File: config.mk
export PLATFORM = sky130hd
export DESIGN_NAME = pong_match_ctrl
export DESIGN_NICKNAME = d
export VERILOG_FILES = /design/src/rtl/pong_pkg.sv /design/src/rtl/tick_down_counter.sv /design/src/rtl/pong_match_ctrl.sv
export SDC_FILE = /design/constraint.sdc
export NUM_CORES = 1
export LEC_CHECK = 0
export CAP_MARGIN = 0
export CORE_ASPECT_RATIO = 0.9
export CORE_MARGIN = 2
export CORE_UTILIZATION = 55
export CTS_CLUSTER_DIAMETER = 60
export CTS_CLUSTER_SIZE = 25
export DETAILED_ROUTE_END_ITERATION = 10
export GPL_TIMING_DRIVEN = 0
export PLACE_DENSITY_LB_ADDON = 0.2
export RECOVER_POWER = 50
export SYNTH_ARGS = -nofsm -noshare
export SYNTH_HDL_FRONTEND = slang
export SYNTH_SLANG_ARGS = --single-unit
File: constraint.sdc
create_clock -name clock -period 2.5 [get_ports clock]
set_input_delay 0.5 -clock clock [delete_from_list [all_inputs] [get_ports clock]]
set_output_delay 0.5 -clock clock [all_outputs]
set_load 0.01 [all_outputs]
File: src/rtl/pong_pkg.sv
// Shared types and board constants for the paddle game.
package pong_pkg;

    typedef enum logic [2:0] {
        PhIdle  = 3'd0,
        PhServe = 3'd1,
        PhRally = 3'd2,
        PhPoint = 3'd3,
        PhOver  = 3'd4
    } phase_e;

    localparam int unsigned ScreenW    = 480;
    localparam int unsigned ScreenH    = 272;
    localparam int unsigned Wy         = 100;
    localparam int unsigned MinWy      = 50;
    localparam int unsigned StartSpeed = 1;
    localparam int unsigned MaxSpeed   = 4;
    localparam int unsigned Wx         = 5;
    localparam int unsigned Br         = 14;
    localparam int unsigned TimerW     = 16;

endpackage

File: src/rtl/tick_down_counter.sv
// Loadable down counter that advances only on frame ticks; done marks the final tick.
module tick_down_counter
    import pong_pkg::*;
#(
    parameter int unsigned Width = TimerW
) (
    input  logic             clock,
    input  logic             reset,
    input  logic             tick_i,
    input  logic             load_i,
    input  logic [Width-1:0] load_value_i,
    output logic             done_o
);

    logic [Width-1:0] count_q;

    always_ff @(posedge clock) begin
        if (reset) begin
            count_q <= '0;
        end else if (load_i) begin
            count_q <= load_value_i;
        end else if (tick_i && count_q != '0) begin
            count_q <= count_q - Width'(1);
        end
    end

    // Asserted while the counter sits at 1: the next tick is the expiring one.
    assign done_o = (count_q == Width'(1));

endmodule

File: src/rtl/pong_match_ctrl.sv
// Match sequencer: game phase, scores, serve direction, phase timers and difficulty level.
module pong_match_ctrl
    import pong_pkg::*;
#(
    parameter int unsigned PointsToWin = 5,
    parameter int unsigned ServeTicks  = 100,
    parameter int unsigned PointTicks  = 50,
    parameter int unsigned OverTicks   = 200,
    parameter int unsigned LevelPeriod = 512,
    parameter int unsigned MaxLevel    = 8
) (
    input  logic       clock,
    input  logic       reset,
    input  logic       tick_i,
    input  logic       launch_i,
    input  logic       miss_left_i,
    input  logic       miss_right_i,
    output logic [2:0] phase_o,
    output logic       ball_reset_o,
    output logic       play_en_o,
    output logic       serve_dir_o,
    output logic [3:0] score_left_o,
    output logic [3:0] score_right_o,
    output logic       winner_o,
    output logic [3:0] level_o,
    output logic [8:0] paddle_height_o,
    output logic [2:0] ball_speed_o,
    output logic [7:0] led_o
);

    phase_e            phase_q;
    logic              ball_reset_q, play_en_q, serve_dir_q, winner_q;
    logic [3:0]        score_left_q, score_right_q, level_q;
    logic [15:0]       lvl_cnt_q;
    logic              timer_load, timer_done, any_miss, match_won;
    logic [TimerW-1:0] timer_value;
    logic [8:0]        shrink;
    logic [2:0]        speed_raw;

    assign any_miss  = miss_left_i | miss_right_i;
    assign match_won = (score_left_q == 4'(PointsToWin)) || (score_right_q == 4'(PointsToWin));

    always_comb begin
        timer_load  = 1'b0;
        timer_value = '0;
        if (tick_i) begin
            case (phase_q)
                PhIdle: if (launch_i) begin
                    timer_load  = 1'b1;
                    timer_value = TimerW'(ServeTicks);
                end
                PhRally: if (any_miss) begin
                    timer_load  = 1'b1;
                    timer_value = TimerW'(PointTicks);
                end
                PhPoint: if (timer_done) begin
                    timer_load  = 1'b1;
                    timer_value = match_won ? TimerW'(OverTicks) : TimerW'(ServeTicks);
                end
                default: ;
            endcase
        end
    end

    tick_down_counter #(
        .Width(TimerW)
    ) u_phase_timer (
        .clock       (clock),
        .reset       (reset),
        .tick_i      (tick_i),
        .load_i      (timer_load),
        .load_value_i(timer_value),
        .done_o      (timer_done)
    );

    always_ff @(posedge clock) begin
        if (reset) begin
            phase_q       <= PhIdle;
            ball_reset_q  <= 1'b1;
            play_en_q     <= 1'b0;
            serve_dir_q   <= 1'b1;
            winner_q      <= 1'b0;
            score_left_q  <= '0;
            score_right_q <= '0;
            level_q       <= '0;
            lvl_cnt_q     <= '0;
        end else if (tick_i) begin
            unique case (phase_q)
                PhIdle: if (launch_i) begin
                    phase_q     <= PhServe;
                    serve_dir_q <= 1'b1;
                end
                PhServe: if (timer_done) begin
                    phase_q      <= PhRally;
                    ball_reset_q <= 1'b0;
                    play_en_q    <= 1'b1;
                end
                PhRally: begin
                    if (lvl_cnt_q == 16'(LevelPeriod - 1)) begin
                        lvl_cnt_q <= '0;
                        if (level_q < 4'(MaxLevel)) level_q <= level_q + 4'd1;
                    end else begin
                        lvl_cnt_q <= lvl_cnt_q + 16'd1;
                    end
                    // A simultaneous double miss scores nobody and replays the rally.
                    if (miss_left_i && !miss_right_i) begin
                        score_right_q <= score_right_q + 4'd1;
                        serve_dir_q   <= 1'b0;
                    end else if (miss_right_i && !miss_left_i) begin
                        score_left_q <= score_left_q + 4'd1;
                        serve_dir_q  <= 1'b1;
                    end
                    if (any_miss) begin
                        phase_q      <= PhPoint;
                        ball_reset_q <= 1'b1;
                        play_en_q    <= 1'b0;
                    end
                end
                PhPoint: if (timer_done) begin
                    if (match_won) begin
                        phase_q  <= PhOver;
                        winner_q <= (score_right_q == 4'(PointsToWin));
                    end else begin
                        phase_q   <= PhServe;
                        level_q   <= '0;
                        lvl_cnt_q <= '0;
                    end
                end
                PhOver: if (timer_done) begin
                    phase_q       <= PhIdle;
                    winner_q      <= 1'b0;
                    score_left_q  <= '0;
                    score_right_q <= '0;
                    level_q       <= '0;
                    lvl_cnt_q     <= '0;
                end
                default: phase_q <= PhIdle;
            endcase
        end
    end

    always_comb begin
        shrink          = 9'(level_q) * 9'd6;
        paddle_height_o = (shrink > 9'(Wy - MinWy)) ? 9'(MinWy) : 9'(Wy) - shrink;
        speed_raw       = 3'(StartSpeed) + {1'b0, level_q[3:2]};
        ball_speed_o    = (speed_raw > 3'(MaxSpeed)) ? 3'(MaxSpeed) : speed_raw;
        for (int i = 0; i < 8; i++) begin
            led_o[i] = (level_q > 4'(i));
        end
    end

    assign phase_o       = phase_q;
    assign ball_reset_o  = ball_reset_q;
    assign play_en_o     = play_en_q;
    assign serve_dir_o   = serve_dir_q;
    assign score_left_o  = score_left_q;
    assign score_right_o = score_right_q;
    assign winner_o      = winner_q;
    assign level_o       = level_q;

endmodule

### Routed clock nets over the placement, run 1

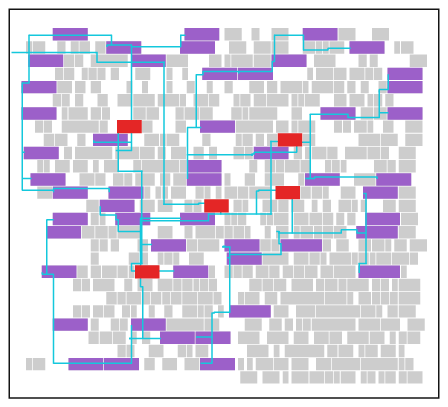
[clock wires] cyan | length: 666 µm
[clock-net drivers] red | count: 5
[flip-flops] purple | count: 51
routed clock nets: 6

### Placed standard cells, run 1

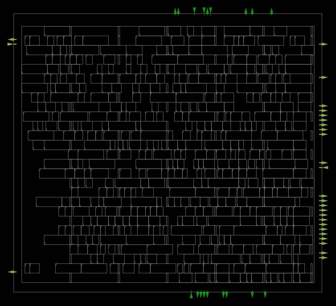
number of tapcells: 87
final non-filler cell total: 579
core box area: 6150 µm²

==> flow_metrics.env, run 1 <==
# implementation run metrics
export IMPL_top_logic_kind="simple AND/OR/NAND/NOR gates"
export IMPL_fin_worst_skew_ns=0.0125
export IMPL_compound_area_share_pct=23.2
export IMPL_routed_wl_mm=9.53
export IMPL_cts_tree="built"
export IMPL_cts_buffers=5
export IMPL_dr_pass1_iters=5
export IMPL_start_kind="flop"
export IMPL_crit_path_end_kind="output port"
export IMPL_crit_buf_inv=1
export IMPL_cp_arrival_ns=2.17
export IMPL_cp_startpoint="level_o[1]"
export IMPL_top_layer="met4"
export IMPL_cp_max_fo=4
export IMPL_ys_types=65
export IMPL_crit_slowest_cell="fa_2"
export IMPL_ys_sh_adder_pct=9.12
export IMPL_row_count=27
export IMPL_yosys_most_used_dff="dfxtp_1"
export IMPL_die_y_um=79.8
export IMPL_hold_path_class="reg -> reg"
export IMPL_initialDrtViolationCount=280
export IMPL_yosys_area_top_type="dfxtp_1"
export IMPL_r2r_cells=8
export IMPL_whs_path_depth=2
export IMPL_cts_max_path_buffers=2
export IMPL_max_slew_margin_rel_pct=57.7
export IMPL_power_density_nw_per_um2=649
export IMPL_critPathMaxStageDelay_ns=0.43
export IMPL_vias=3605
export IMPL_cp_cell_sequence="ha_4 -> fa_2 -> xor2_2 -> o21ai_2 -> o31ai_4 -> nand2b_1 -> buf_2"
export IMPL_grt_usage_pct=27.4
export IMPL_io_buffers=40
export IMPL_whs_endpoint="ball_reset_o"
export IMPL_drive_above_1_share_pct=14.4
export IMPL_die_x_um=88.2
export IMPL_cts_root_buf="clkbuf_8"
export IMPL_combGateArea_um2=2410
export IMPL_edf_count=0
export IMPL_status="finished, violations left"
export IMPL_yosysMostFrequentCell="dfxtp_1"
export IMPL_ys_cells=427
export IMPL_wl_met1_mm=4.22
export IMPL_grt_max_degree=16
export IMPL_reg2reg_to="winner_o"
export IMPL_period_needed_ns=2.67
export IMPL_grt_busiest_layer="met2"
export IMPL_clkTransAtPathRegs_ns=0.10
export IMPL_synthTopCellsByArea="dfxtp_1, ha_1, a21oi_1, o21ai_0, nor4_4"
export IMPL_synth_cells=427
export IMPL_clock_latency_ns=0.32
export IMPL_ys_sh_simple_pct=30.0
export IMPL_antenna_found_initial=0
export IMPL_fp_util_pct=57.1
export IMPL_ant_nets=0
export IMPL_cp_required_ns=2.00
export IMPL_ys_sh_mux_pct=0
export IMPL_grt_pass1_vias=3220
export IMPL_h_tree_depth=2
export IMPL_hold_viol=0
export IMPL_warnings=44
export IMPL_grt_util_met2_pct=44.4
export IMPL_fillers=504
export IMPL_synth_avg_cell_area_um2=8.23
export IMPL_max_freq_ghz=0.375
export IMPL_r2r_start="u_phase_timer.count_q[1]"
export IMPL_use_met3_pct=3.72
export IMPL_failed_checks="setup timing"
export IMPL_setup_slack_ns=-0.168
export IMPL_synth_area_um2=3510
export IMPL_finalSetupViolCount=5
export IMPL_antenna_cells=0
export IMPL_ys_async_sr_fraction_pct=0
export IMPL_yosys_warnings=0
export IMPL_dp_hpwl_mm=6.25
export IMPL_drc=0
export IMPL_path_class="reg -> out"
export IMPL_critical_path_top_delay_family="adder cells"
export IMPL_min_delay_start="ball_reset_o"
export IMPL_grt_remaining_overflow=0
export IMPL_area_growth_pct=23.0
export IMPL_yosys_stat_area_um2=3510
export IMPL_power_leakage_uw=0.00168
export IMPL_nets=522
export IMPL_top_cells_by_count="dfxtp_1, a21oi_1, o21ai_0"
export IMPL_cts_sinks=51
export IMPL_grt_use_met1_pct=38.1
export IMPL_peakVddDrop_uv=565
export IMPL_placed_cells=556
export IMPL_drv_slew=0
### Gate-type map, run 1

Scale bar: 20 µm.
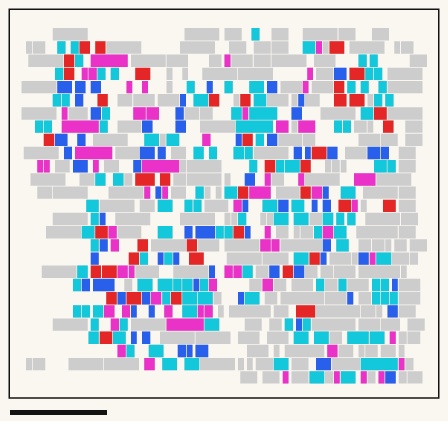
[aoi and oai cells] cyan | cells: 118 | where: widely spread
[and/or cells] red | cells: 41
[nand cells] blue | cells: 68
[nor cells] magenta | cells: 61 | where: widely spread
dominant logic cell type in the layout: dfxtp_1
Comb area share: 55.8%

==> run 1: how the worst max path moves through the flow <==
| stage | to | depth (start not counted) |
|---|---|---|
| after floorplan | paddle_height_o[1] | 6 |
| after global placement | paddle_height_o[1] | 7 |
| after detailed placement | paddle_height_o[1] | 7 |
| after CTS | paddle_height_o[1] | 6 |
| after global routing | paddle_height_o[1] | 7 |
| final | paddle_height_o[1] | 7 |
==> run 1: final cells by class <==
cell class                      count  area share [%]
Buffer                             21            2.46
Clock buffer                        7            2.23
Clock inverter                      1           0.174
Inverter                           19            1.85
Multi-Input combinational cell    338            55.8
Sequential cell                    51            24.0
Tap cell                           87            2.52
Timing Repair Buffer               55            11.0
==> run 1: power by group <==
group,switching [µW],leakage (µW),internal (µW)
combinational,637,0.00121,537
sequential,166,0.000417,925
clock,284,0.0000505,252
==> run 1: cells in the final DEF (no fill, tap or decap), types with 5 or more instances in the layout <==
cell | synthesis | layout
or4_1 | 6 | 6
a31oi_1 | 8 | 8
a21o_1 | 5 | 5
inv_1 | 18 | 17
and2_1 | 6 | 6
o21ai_0 | 29 | 27
nand3_1 | 18 | 18
nand2b_1 | 8 | 8
clkdlybuf4s50_1 | 0 | 8
and4_1 | 4 | 5
ha_1 | 24 | 20
nor4_4 | 5 | 5
buf_4 | 4 | 18
nor2_1 | 27 | 27
or3_1 | 13 | 13
xor2_1 | 9 | 8
nand2_1 | 24 | 24
nand4_1 | 8 | 8
dlygate4sd3_1 | 0 | 21
dfxtp_1 | 51 | 47
buf_2 | 4 | 10
a311oi_1 | 6 | 6
a21oi_1 | 38 | 35
clkbuf_8 | 0 | 7
clkbuf_1 | 11 | 15
nor3_1 | 14 | 14
==> run 1: stage by stage <==
stage | util, % | hold WS (ns) | total power (µW) | TNS [ns] | instance area (µm²)
6_report | 70.2 | 0.471 | 2800 | -0.583 | 4320
5_1_grt | 70.2 | 0.498 | 3010 | -1.20 | 4320
4_1_cts | 70.0 | 0.478 | 2810 | -0.0921 | 4310
3_5_place_dp | 65.6 | 0.460 | 2250 | -4.73 | 4030
3_3_place_gp | 65.6 | 0.450 | 2220 | -4.33 | 4030
2_1_floorplan | - | 0.475 | 1970 | 0 | 3520
==> run 1: flip-flops by register name, indices dropped and copies added, names as in the netlist <==
name and count:
lvl_cnt_q 16, level_o 4, u_phase_timer.count_q 16, score_right_o 4, phase_o 3, winner_o 1, ball_reset_o 1, serve_dir_o 1
score_left_o 4, play_en_o 1
==> run 1: kinds of logic (layout without fill, tap and decap cells) <==
group | after synthesis | count (layout)
AND/OR/NAND/NOR | 170 | 170
AND-OR/OR-AND | 127 | 127
buffers and inverters | 40 | 103
flip-flops | 51 | 51
XOR/XNOR | 13 | 13
other | 1 | 3
adder cells (fa/ha/maj) | 25 | 25
==> run 1: worst min-delay path, delay by kind of cell (launching register included) <==
| family | cells | cell delay [ns] |
|---|---|---|
| compound gates | 1 | 0.07 |
| simple gates | 1 | 0.05 |
| flops | 1 | 0.32 |
==> run 1: timing repair <==
action | 4_1_cts | 5_1_grt
setup endpoints to repair | 13 | 13
setup buffers | 14 | 1
pin swaps | 6 | 3
resized | 50 | 10
==> inputs of run 2 (changes only) <==
--- a/config.mk
+++ b/config.mk
@@ -13,7 +13,7 @@
 export CTS_CLUSTER_SIZE = 25
 export DETAILED_ROUTE_END_ITERATION = 10
 export GPL_TIMING_DRIVEN = 0
-export PLACE_DENSITY_LB_ADDON = 0.2
+export PLACE_DENSITY = 0.79
 export RECOVER_POWER = 50
 export SYNTH_ARGS = -nofsm -noshare
 export SYNTH_HDL_FRONTEND = slang
### Placed standard cells, run 2

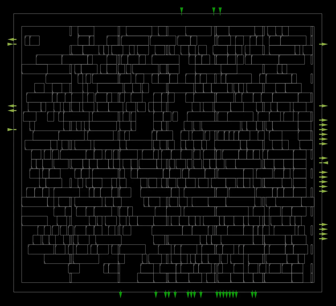
FILL cells: 502
final non-filler cell total: 582
Seq area share: 23.5%
sequential cell count: 51
row cnt: 27

==> run 2 against run 1 <==
Against the previous run:
- the run still ends with setup timing left
- final cell count increased by 0.52%
- combinational power increased by 3%
- register-to-register slack got worse by 0.05 ns
- non-clock buffer count increased by 3
- critical endpoint is now paddle_height_o[5]
==> flow_metrics.env, run 2 <==
# implementation run metrics
export IMPL_drive_above_1_share_pct=15.8
export IMPL_clkTransAtPathRegs_ns=0.10
export IMPL_dr_pass1_iters=4
export IMPL_ys_types=65
export IMPL_cp_max_fo=4
export IMPL_synth_cells=427
export IMPL_setup_slack_ns=-0.375
export IMPL_synth_avg_cell_area_um2=8.23
export IMPL_layout_cells_most_common="dfxtp_1"
export IMPL_cts_max_path_buffers=2
export IMPL_fin_worst_skew_ns=0.0165
export IMPL_status="finished, violations left"
export IMPL_cts_tree="built"
export IMPL_cp_required_ns=2.00
export IMPL_max_freq_ghz=0.348
export IMPL_drv_slew=0
export IMPL_fp_util_pct=57.1
export IMPL_power_uw=2900
export IMPL_clock_latency_ns=0.32
export IMPL_top_cells_by_count="dfxtp_1, a21oi_1, o21ai_0"
export IMPL_postLayoutCellArea_um2=4420
export IMPL_synth_area_um2=3510
export IMPL_crit_path_end_kind="output port"
export IMPL_synthTopCellsByArea="dfxtp_1, ha_1, a21oi_1, o21ai_0, nor4_4"
export IMPL_finalSetupViolCount=6
export IMPL_drc=0
export IMPL_routed_wl_mm=9.76
export IMPL_dp_hpwl_mm=6.58
export IMPL_grt_pass1_vias=3347
export IMPL_crit_buf_inv=2
export IMPL_die_y_um=79.8
export IMPL_period_needed_ns=2.88
export IMPL_crit_slowest_cell="fa_2"
export IMPL_yosysMostFrequentCell="dfxtp_1"
export IMPL_vias=3601
export IMPL_area_growth_pct=25.8
export IMPL_hold_path_class="reg -> reg"
export IMPL_ant_nets=0
export IMPL_ys_cells=427
export IMPL_start_kind="flop"
export IMPL_die_x_um=88.2
export IMPL_hold_viol=0
export IMPL_power_density_nw_per_um2=658
export IMPL_path_class="reg -> out"
export IMPL_critical_path_top_delay_family="adder cells"
export IMPL_ys_async_sr_fraction_pct=0
export IMPL_post_dp_cell_area_um2=4030
export IMPL_grt_max_degree=18
export IMPL_antenna_found_initial=0
export IMPL_failed_checks="setup timing"
[run 2: cell count changes in the layout (fill, tap and decap cells not counted), sizes merged]
cell	delta
dlymetal6s2s	-2
dlygate4sd3	+1
clkinvlp	+1
clkdlybuf4s50	+1
clkdlybuf4s25	+1
buf	+1
bufinv	+1
dlygate4sd2	+1
clkbuf	-2
[run 2: kinds of logic (layout without fill, tap and decap cells)]
group                    Yosys count  count (layout)  share of synthesized area (%)
AND-OR/OR-AND                    127             127                           23.2
buffers and inverters             40             106                           5.27
flip-flops                        51              51                           29.1
adder cells (fa/ha/maj)           25              25                           9.12
XOR/XNOR                          13              13                           3.24
AND/OR/NAND/NOR                  170             170                           30.0
other                              1               3                          0.107
[run 2: routing by layer]
layer	share of wire (%)	GRT usage [%]
met5	0	0
met1	47	39.2
met4	1.5	7.42
met3	4.7	3.31
met2	47	45.3
[run 2: what timing repair did]
action	CTS	global route
pin swaps	7	6
hold buffers	0	0
endpoints found under the setup margin	13	11
resized	50	21
buffers inserted	16	3
[run 2: area by class of cell]
cell class / instances / area [µm²] / area share [%]
multi-input cells: 338 / 2450 / 55.5
clock buffers: 5 / 68.8 / 1.56
clock inverters: 3 / 46.3 / 1.05
inverters: 19 / 83.8 / 1.90
repair buffers: 58 / 515 / 11.7
flip-flops and latches: 51 / 1040 / 23.5
plain buffers: 21 / 106 / 2.41
well taps: 87 / 109 / 2.46
[run 2: worst reg2reg max path, stage by stage (launching register included)]
cell      delay (ns)
dfxtp_1         0.34
inv_1           0.10
ha_1            0.14
nor3b_1         0.29
and4_1          0.38
clkbuf_1        0.38
nand2_1         0.15
or4_1           0.41
a21oi_1         0.15
[run 2: through the flow]
step           utilization [%]  TNS, ns  hold WS (ns)  instances  setup WS (ns)
2_1_floorplan                -        0         0.475        429         0.0209
3_3_place_gp              65.6    -4.12         0.453        556         -0.609
4_1_cts                   70.6   -0.683         0.489        580         -0.148
3_5_place_dp              65.6    -4.97         0.464        556         -0.689
6_report                  71.8    -1.20         0.484        582         -0.375
5_1_grt                   71.8    -1.81         0.508        582         -0.374
[run 2: power by group]
group | leakage, µW | total, µW | internal [µW] | switching, µW
Sequential | 0.000417 | 1090 | 925 | 167
Clock | 0.0000548 | 602 | 302 | 300
Combinational | 0.00121 | 1210 | 551 | 660
Total | 0.00168 | 2900 | 1780 | 1130
[run 2: worst paths after layout]
path / startpoint / cells past startpoint / slack (ns) / to
worst max register to register: u_phase_timer.count_q[1] / 8 / 0.05 / winner_o
worst max-delay path: level_o[1] / 7 / -0.38 / paddle_height_o[5]
worst min register to register: ball_reset_o / 2 / 0.48 / ball_reset_o
worst min-delay path: ball_reset_o / 2 / 0.48 / ball_reset_o
Power is estimated from default activity; no workload was simulated.
